**Run 1: M2 wires**

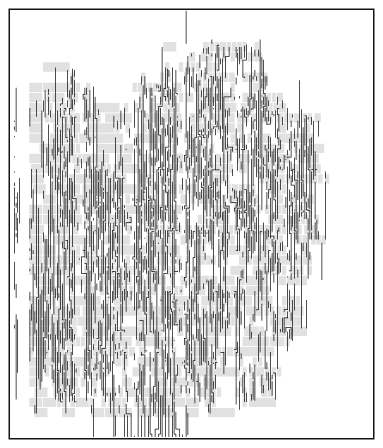
**Run 1: register map, names as in the netlist**

Other sequential cells in the stronger grey, the rest of the logic in the fainter grey.
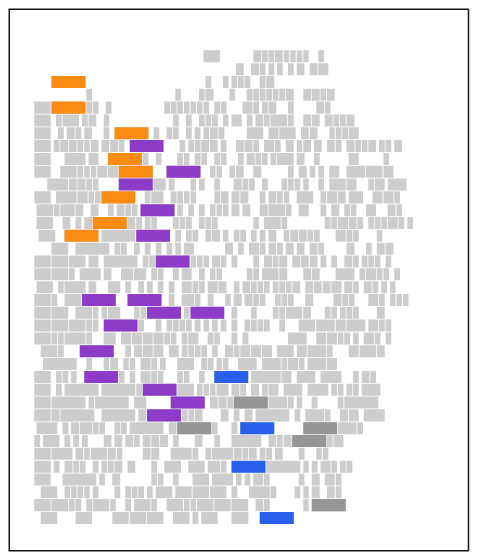
**Run 1: routing congestion map**

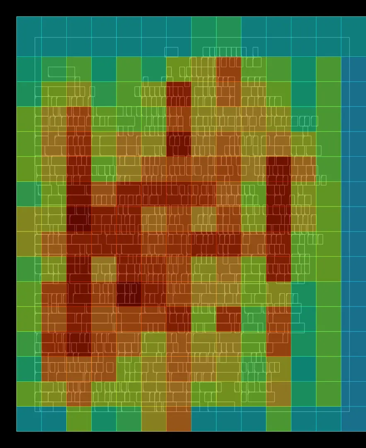
**Run 1: M3 wires**

Scale bar: 20 µm.
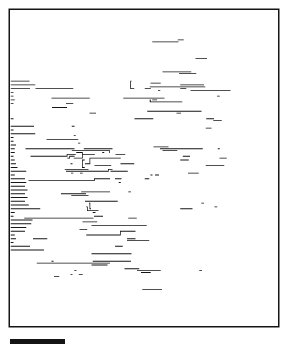
## src/rtl/onehot_request_encoder_pkg.sv

```systemverilog
// Shared constants and helpers for the register-select encode/decode path.
//   IDX_W / N_REQ : selector width and number of one-hot lines (N_REQ = 2**IDX_W).
//   idx_to_onehot : index -> one-hot vector.
//   onehot_to_idx : one-hot vector -> index (input must have at most one bit set).
//   rotl          : rotate a request vector left by a selector-sized amount.
package onehot_request_encoder_pkg;

  localparam int unsigned IDX_W = 4;
  localparam int unsigned N_REQ = 1 << IDX_W;

  function automatic logic [N_REQ-1:0] idx_to_onehot(input logic [IDX_W-1:0] i);
    logic [N_REQ-1:0] v;
    v    = '0;
    v[i] = 1'b1;
    return v;
  endfunction

  function automatic logic [IDX_W-1:0] onehot_to_idx(input logic [N_REQ-1:0] oh);
    logic [IDX_W-1:0] r;
    r = '0;
    for (int i = 0; i < N_REQ; i++) begin
      if (oh[i]) r = r | IDX_W'(i);
    end
    return r;
  endfunction

  function automatic logic [N_REQ-1:0] rotl(input logic [N_REQ-1:0] x,
                                             input logic [IDX_W-1:0] sh);
    logic [2*N_REQ-1:0] dbl;
    dbl = {x, x} << sh;
    return dbl[2*N_REQ-1:N_REQ];
  endfunction

endpackage

```

## src/rtl/onehot_request_encoder_rr_priority_pick.sv

```systemverilog
// Combinational rotating first-set search.
//   cand  : candidate request vector.
//   ptr   : index where the upward search starts (wraps N_REQ-1 -> 0).
//   found : first set bit of cand at or after ptr; don't-care when any=0.
//   any   : cand has at least one bit set.
module rr_priority_pick
  import onehot_request_encoder_pkg::*;
(
  input  logic [N_REQ-1:0] cand,
  input  logic [IDX_W-1:0] ptr,
  output logic [IDX_W-1:0] found,
  output logic             any
);

  logic [IDX_W-1:0] neg_ptr;
  logic [N_REQ-1:0] rot;
  logic [N_REQ-1:0] lowest;

  // Rotating left by -ptr moves bit ptr down to position 0, so the lowest set
  // bit of rot is the first candidate at or above ptr.
  assign neg_ptr = '0 - ptr;
  assign rot     = rotl(cand, neg_ptr);
  assign lowest  = rot & (~rot + 1'b1);
  assign found   = ptr + onehot_to_idx(lowest);
  assign any     = |cand;

endmodule

```

## src/rtl/onehot_request_encoder.sv

```systemverilog
// Collects one-hot request lines into a sticky pending set and presents one
// 4-bit index at a time over a valid/ready handshake.
//   clk, rst_n   : clock and synchronous active-low reset.
//   req          : request lines, any number set per cycle.
//   idx/grant    : presented index and its one-hot mirror (grant=0 when idle).
//   valid/ready  : handshake; the presented index is frozen while valid & !ready.
//   pending      : sticky requests not yet presented.
//   coalesce_cnt : saturating count of requests that hit an already-waiting bit.
module onehot_request_encoder
  import onehot_request_encoder_pkg::*;
#(
  parameter int unsigned N_REQ       = onehot_request_encoder_pkg::N_REQ,
  parameter int unsigned IDX_W       = onehot_request_encoder_pkg::IDX_W,
  parameter int unsigned ROUND_ROBIN = 1,
  parameter int unsigned CNT_W       = 8
) (
  input  logic             clk,
  input  logic             rst_n,
  input  logic [N_REQ-1:0] req,
  output logic [IDX_W-1:0] idx,
  output logic [N_REQ-1:0] grant,
  output logic             valid,
  input  logic             ready,
  output logic [N_REQ-1:0] pending,
  output logic [CNT_W-1:0] coalesce_cnt
);

  logic [N_REQ-1:0] pending_q, pending_d;
  logic [IDX_W-1:0] idx_q, idx_d;
  logic [IDX_W-1:0] ptr_q, ptr_d;
  logic             valid_q, valid_d;
  logic [CNT_W-1:0] cnt_q, cnt_d;

  logic             hs, load, any;
  logic [N_REQ-1:0] cand, presented, coal;
  logic [IDX_W-1:0] search_ptr, found;
  logic [IDX_W:0]   coal_pc;
  logic [CNT_W:0]   cnt_sum;

  assign hs        = valid_q & ready;
  assign load      = ~valid_q | hs;
  assign cand      = pending_q | req;
  assign presented = valid_q ? idx_to_onehot(idx_q) : '0;

  // A re-request of the bit being accepted this cycle is fresh, not a duplicate.
  assign coal = req & (pending_q | (hs ? '0 : presented));

  // On an accept the search already starts past the accepted index.
  assign search_ptr = (ROUND_ROBIN == 0) ? '0 : (hs ? idx_q + 1'b1 : ptr_q);

  rr_priority_pick u_pick (
    .cand  (cand),
    .ptr   (search_ptr),
    .found (found),
    .any   (any)
  );

  always_comb begin
    coal_pc = '0;
    for (int i = 0; i < N_REQ; i++) begin
      coal_pc = coal_pc + {{IDX_W{1'b0}}, coal[i]};
    end
    cnt_sum = {1'b0, cnt_q} + (CNT_W+1)'(coal_pc);
    cnt_d   = cnt_sum[CNT_W] ? '1 : cnt_sum[CNT_W-1:0];
  end

  always_comb begin
    pending_d = pending_q | req;
    valid_d   = valid_q;
    idx_d     = idx_q;
    ptr_d     = ptr_q;
    if (hs) begin
      ptr_d = idx_q + 1'b1;
    end
    if (load) begin
      valid_d   = any;
      pending_d = cand & ~(any ? idx_to_onehot(found) : '0);
      if (any) begin
        idx_d = found;
      end
    end
  end

  always_ff @(posedge clk) begin
    if (!rst_n) begin
      pending_q <= '0;
      idx_q     <= '0;
      ptr_q     <= '0;
      valid_q   <= 1'b0;
      cnt_q     <= '0;
    end else begin
      pending_q <= pending_d;
      idx_q     <= idx_d;
      ptr_q     <= ptr_d;
      valid_q   <= valid_d;
      cnt_q     <= cnt_d;
    end
  end

  assign idx          = idx_q;
  assign grant        = presented;
  assign valid        = valid_q;
  assign pending      = pending_q;
  assign coalesce_cnt = cnt_q;

endmodule

```

## config.mk

```make
export PLATFORM = sky130hd
export DESIGN_NAME = onehot_request_encoder
export DESIGN_NICKNAME = d
export VERILOG_FILES = /design/src/rtl/onehot_request_encoder_pkg.sv /design/src/rtl/onehot_request_encoder_rr_priority_pick.sv /design/src/rtl/onehot_request_encoder.sv
export SDC_FILE = /design/constraint.sdc
export NUM_CORES = 1
export LEC_CHECK = 0
export ABC_AREA = 1
export CAP_MARGIN = 30
export CORE_ASPECT_RATIO = 1.2
export CORE_MARGIN = 5
export CORE_UTILIZATION = 50
export CTS_BUF_LIST = sky130_fd_sc_hd__clkbuf_4
export CTS_CLUSTER_SIZE = 24
export DETAILED_ROUTE_END_ITERATION = 10
export GPL_TIMING_DRIVEN = 1
export PLACE_DENSITY = 0.85
export SYNTH_ARGS = -nofsm -noshare
export SYNTH_HDL_FRONTEND = slang
export SYNTH_SLANG_ARGS = --single-unit
```

## constraint.sdc

```tcl
create_clock -name clk -period 6.9 [get_ports clk]
set_input_delay 1.38 -clock clk [delete_from_list [all_inputs] [get_ports clk]]
set_output_delay 1.38 -clock clk [all_outputs]
set_load 0.01 [all_outputs]
```

==> flow_summary.json, run 1 <==
{
  "status": "finished, final reports clean",
  "power_density_mw_per_mm2": 313,
  "grtUsageMet3_pct": 3.47,
  "floorplan.nets": 820,
  "p_switching_mw": 0.922,
  "swShare_pct": 56.7,
  "fin_area_mm2": 0.00518,
  "p_leak_nw": 2.60,
  "mux_area_share_pct": 0,
  "signal_buffers": 64,
  "ys_cells": 774,
  "rsz0062_at_grt": "no",
  "min_from": "coalesce_cnt[6]",
  "cp-endpoint": "coalesce_cnt[5]",
  "io_buffers": 63,
  "final.setup.tns_ns": 0,
  "grt_max_degree": 34,
  "die_w_um": 97.1,
  "synth_cell_types": 37,
  "postCtsHoldBufs": 0,
  "inv_count": 98,
  "crit_chain": "clkdlybuf4s50_1, inv_1, nand2_1, a21oi_1, fa_1, inv_1, fa_1, fa_1, inv_1, fa_1, fa_1, fa_1, nand3_1, and2_1, inv_1, a21oi_1, nor3_1, inv_1, o21ai_0, o21ai_0, inv_1",
  "layout_top_cell": "nand2_1",
  "cp.required_ns": 7.15,
  "min_path_type": "register to register",
  "drc": 0,
  "antenna_found_initial": 0,
  "most_common_cell": "nand2_1",
  "via_count": 5110,
  "cts_resized": 0,
  "grt_pass1_wl_um": 23400,
  "logic_gate_count": 620,
  "nWellTaps": 120,
  "diodes": 0,
  "dpl_cell_area_mm2": 0.00513,
  "power.share.sequential_pct": 17.5,
  "comb_power_mw": 1.23,
  "crit_path_end_kind": "register",
  "p_total_mw": 1.62,
  "ys_seq_share_pct": 14.5,
  "criticalPathCategory": "input pin to register",
  "synth_flops": 33,
  "wl_met2_um": 6740,
  "firstDrtPassIters": 5,
  "die_area_mm2": 0.0111,
  "cts_made_buffers": 5
}
Notes on 'M2 wires' above:
main direction = vertical
wire length on this layer = 6740 µm
share of all routed wire = 48%
longest straight run = 40.3 µm

Notes on 'register map, names as in the netlist' above:
`idx` -> blue  # flops 4, where bottom centre
`coalesce_cnt` -> orange  # flops 8
`pending` -> purple  # flops 16
not coloured = 5

Notes on 'routing congestion map' above:
met1 usage: 30.4%
Layout Utilization: 57.7%
Global Route Usage Sum: 25.7%

Notes on 'M3 wires' above:
main direction = horizontal
longest straight run = 26.2 µm
nets with wire on the layer = 113
wire length on this layer = 808 µm

--- run 2 (diff from run 1) ---
Settings changed: SLEW_MARGIN from default to 30.
**Run 2: routing congestion map**

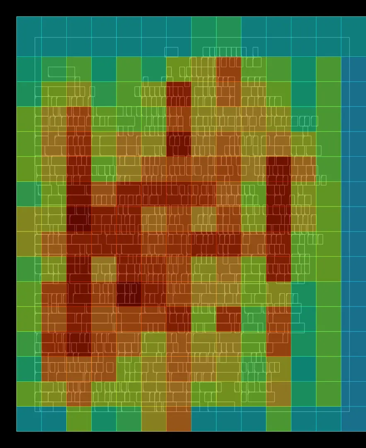
GR peak layer: met2
grt met2 use: 45.3%
met3 Track Usage GR: 3.47%
WL per Instance: 14.8 µm

**Run 2: M2 wires**

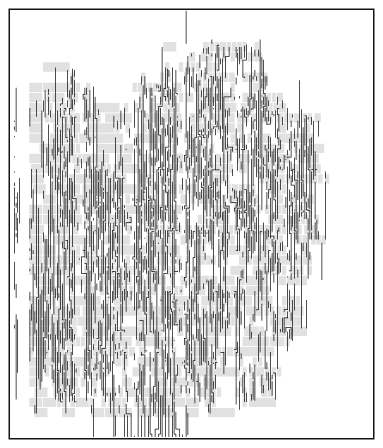
longest straight run = 40.3 µm
nets with wire on the layer = 704
main direction = vertical
share of all routed wire = 48%

**Run 2: M3 wires**

Scale bar: 20 µm.
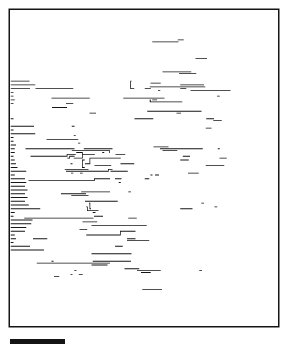
wire length on this layer = 808 µm
nets with wire on the layer = 113
longest straight run = 26.2 µm
share of all routed wire = 5.8%
main direction = horizontal

==> run 2 against run 1 <==
Compared with the run above:
- clock-buffer cell count is the same
- non-clock buffer count unchanged
- clock skew unchanged
- cell count unchanged
- combinational power is essentially flat
- first-iteration DRC count stayed put
- worst hold slack unchanged
- synthesized cell count stayed put
- via count did not move
- critical path depth stayed put
- worst setup slack is the same
- sequential power hardly changed
==> flow_summary.json, run 2 <==
{
  "cts_resized": 0,
  "min_from": "coalesce_cnt[6]",
  "firstDrtPassIters": 5,
  "synth_cell_types": 37,
  "most_common_cell": "nand2_1",
  "fin_area_mm2": 0.00518,
  "via_count": 5110,
  "status": "finished, final reports clean",
  "comb_power_mw": 1.23,
  "p_leak_nw": 2.60,
  "io_buffers": 63,
  "inv_count": 98,
  "power.share.sequential_pct": 17.5,
  "ys_cells": 774,
  "cts_made_buffers": 5,
  "criticalPathCategory": "input pin to register",
  "die_area_mm2": 0.0111,
  "postCtsHoldBufs": 0,
  "final.setup.tns_ns": 0,
  "wl_met2_um": 6740,
  "dpl_cell_area_mm2": 0.00513
}
--- run 3 (diff from run 2) ---
Settings changed: CORE_MARGIN 5 to 2, CTS_BUF_LIST sky130_fd_sc_hd__clkbuf_4 to default.
**Run 3: M2 wires**

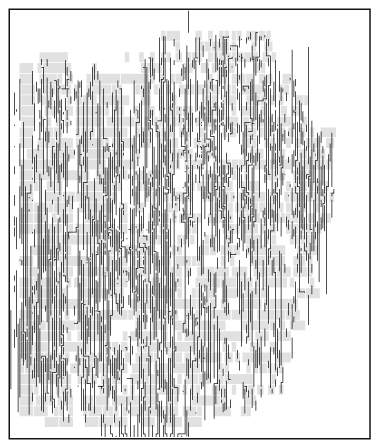
nets with wire on the layer = 698
main direction = vertical
longest straight run = 53.2 µm
share of all routed wire = 49%

**Run 3: gate families picked out**

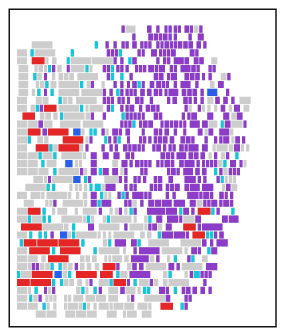
adder and majority cells -> red  # cells 27, most used ha_1
NAND gates -> purple  # cells 426, most used nand2_1
inverters -> cyan  # cells 98, most used inv_1, where widely spread
AND-OR and OR-AND gates -> blue  # cells 6, most used o21a_1, where middle left

**Run 3: M3 wires**

Scale bar: 20 µm.
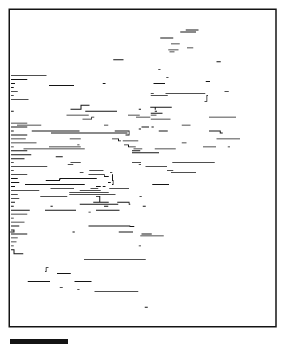
main direction = horizontal
longest straight run = 26.0 µm
wire length on this layer = 740 µm
nets with wire on the layer = 113
share of all routed wire = 5.4%

==> run 3 against run 2 <==
Compared with the run above:
- area after synthesis is the same
- clock-buffer cell count is the same
- routed wire length shrank 0.90%
- worst setup slack worse by 0.13 ns
- sequential cell count unchanged
- synthesized cell count unchanged
- final area increased by 0.53%
- first-iteration DRC count up 33%
==> flow_summary.json, run 3 <==
{
  "criticalPathCategory": "input pin to register",
  "inv_count": 98,
  "wl_met2_um": 6840,
  "io_buffers": 63,
  "ioPinCount": 64,
  "postCtsHoldBufs": 0,
  "largest_reg_flops": 16,
  "crit_chain": "clkdlybuf4s50_1, inv_1, nand2_1, a21oi_1, fa_1, inv_1, fa_1, fa_1, inv_1, fa_1, fa_1, fa_1, nand3_1, and2_1, inv_1, a21oi_1, nor3_1, inv_1, o21ai_0, o21ai_0, inv_1",
  "p_leak_nw": 2.61,
  "firstDrtPassIters": 8,
  "synth_cell_types": 37,
  "grt_overflow": 0,
  "cts_made_buffers": 5,
  "syn_area_mm2": 0.00455,
  "wl_per_cell_um": 14.7,
  "sh_seq_area_pct": 12.7,
  "dpl_cell_area_mm2": 0.00513,
  "r2r_end": "coalesce_cnt[5]",
  "swShare_pct": 55.7,
  "fin_area_mm2": 0.00521,
  "via_count": 5056,
  "wl_met3_um": 740,
  "min_from": "coalesce_cnt[6]",
  "cts_resized": 0,
  "status": "finished, final reports clean",
  "most_common_cell": "nand2_1",
  "comb_power_mw": 1.21,
  "finalHoldViolCount": 0,
  "p_total_mw": 1.64,
  "power.share.sequential_pct": 17.3,
  "p_comb_share_pct": 73.9,
  "grtUsageMet3_pct": 2.79,
  "die_area_mm2": 0.00989,
  "final.setup.tns_ns": 0,
  "drive_above_1_share_pct": 10.2,
  "fill_cells": 906,
  "ys_cells": 774,
  "max-cap-violations": 0,
  "grt-busiest-layer": "met2"
}
No activity file was given, so power comes from the tool's default toggle rates.
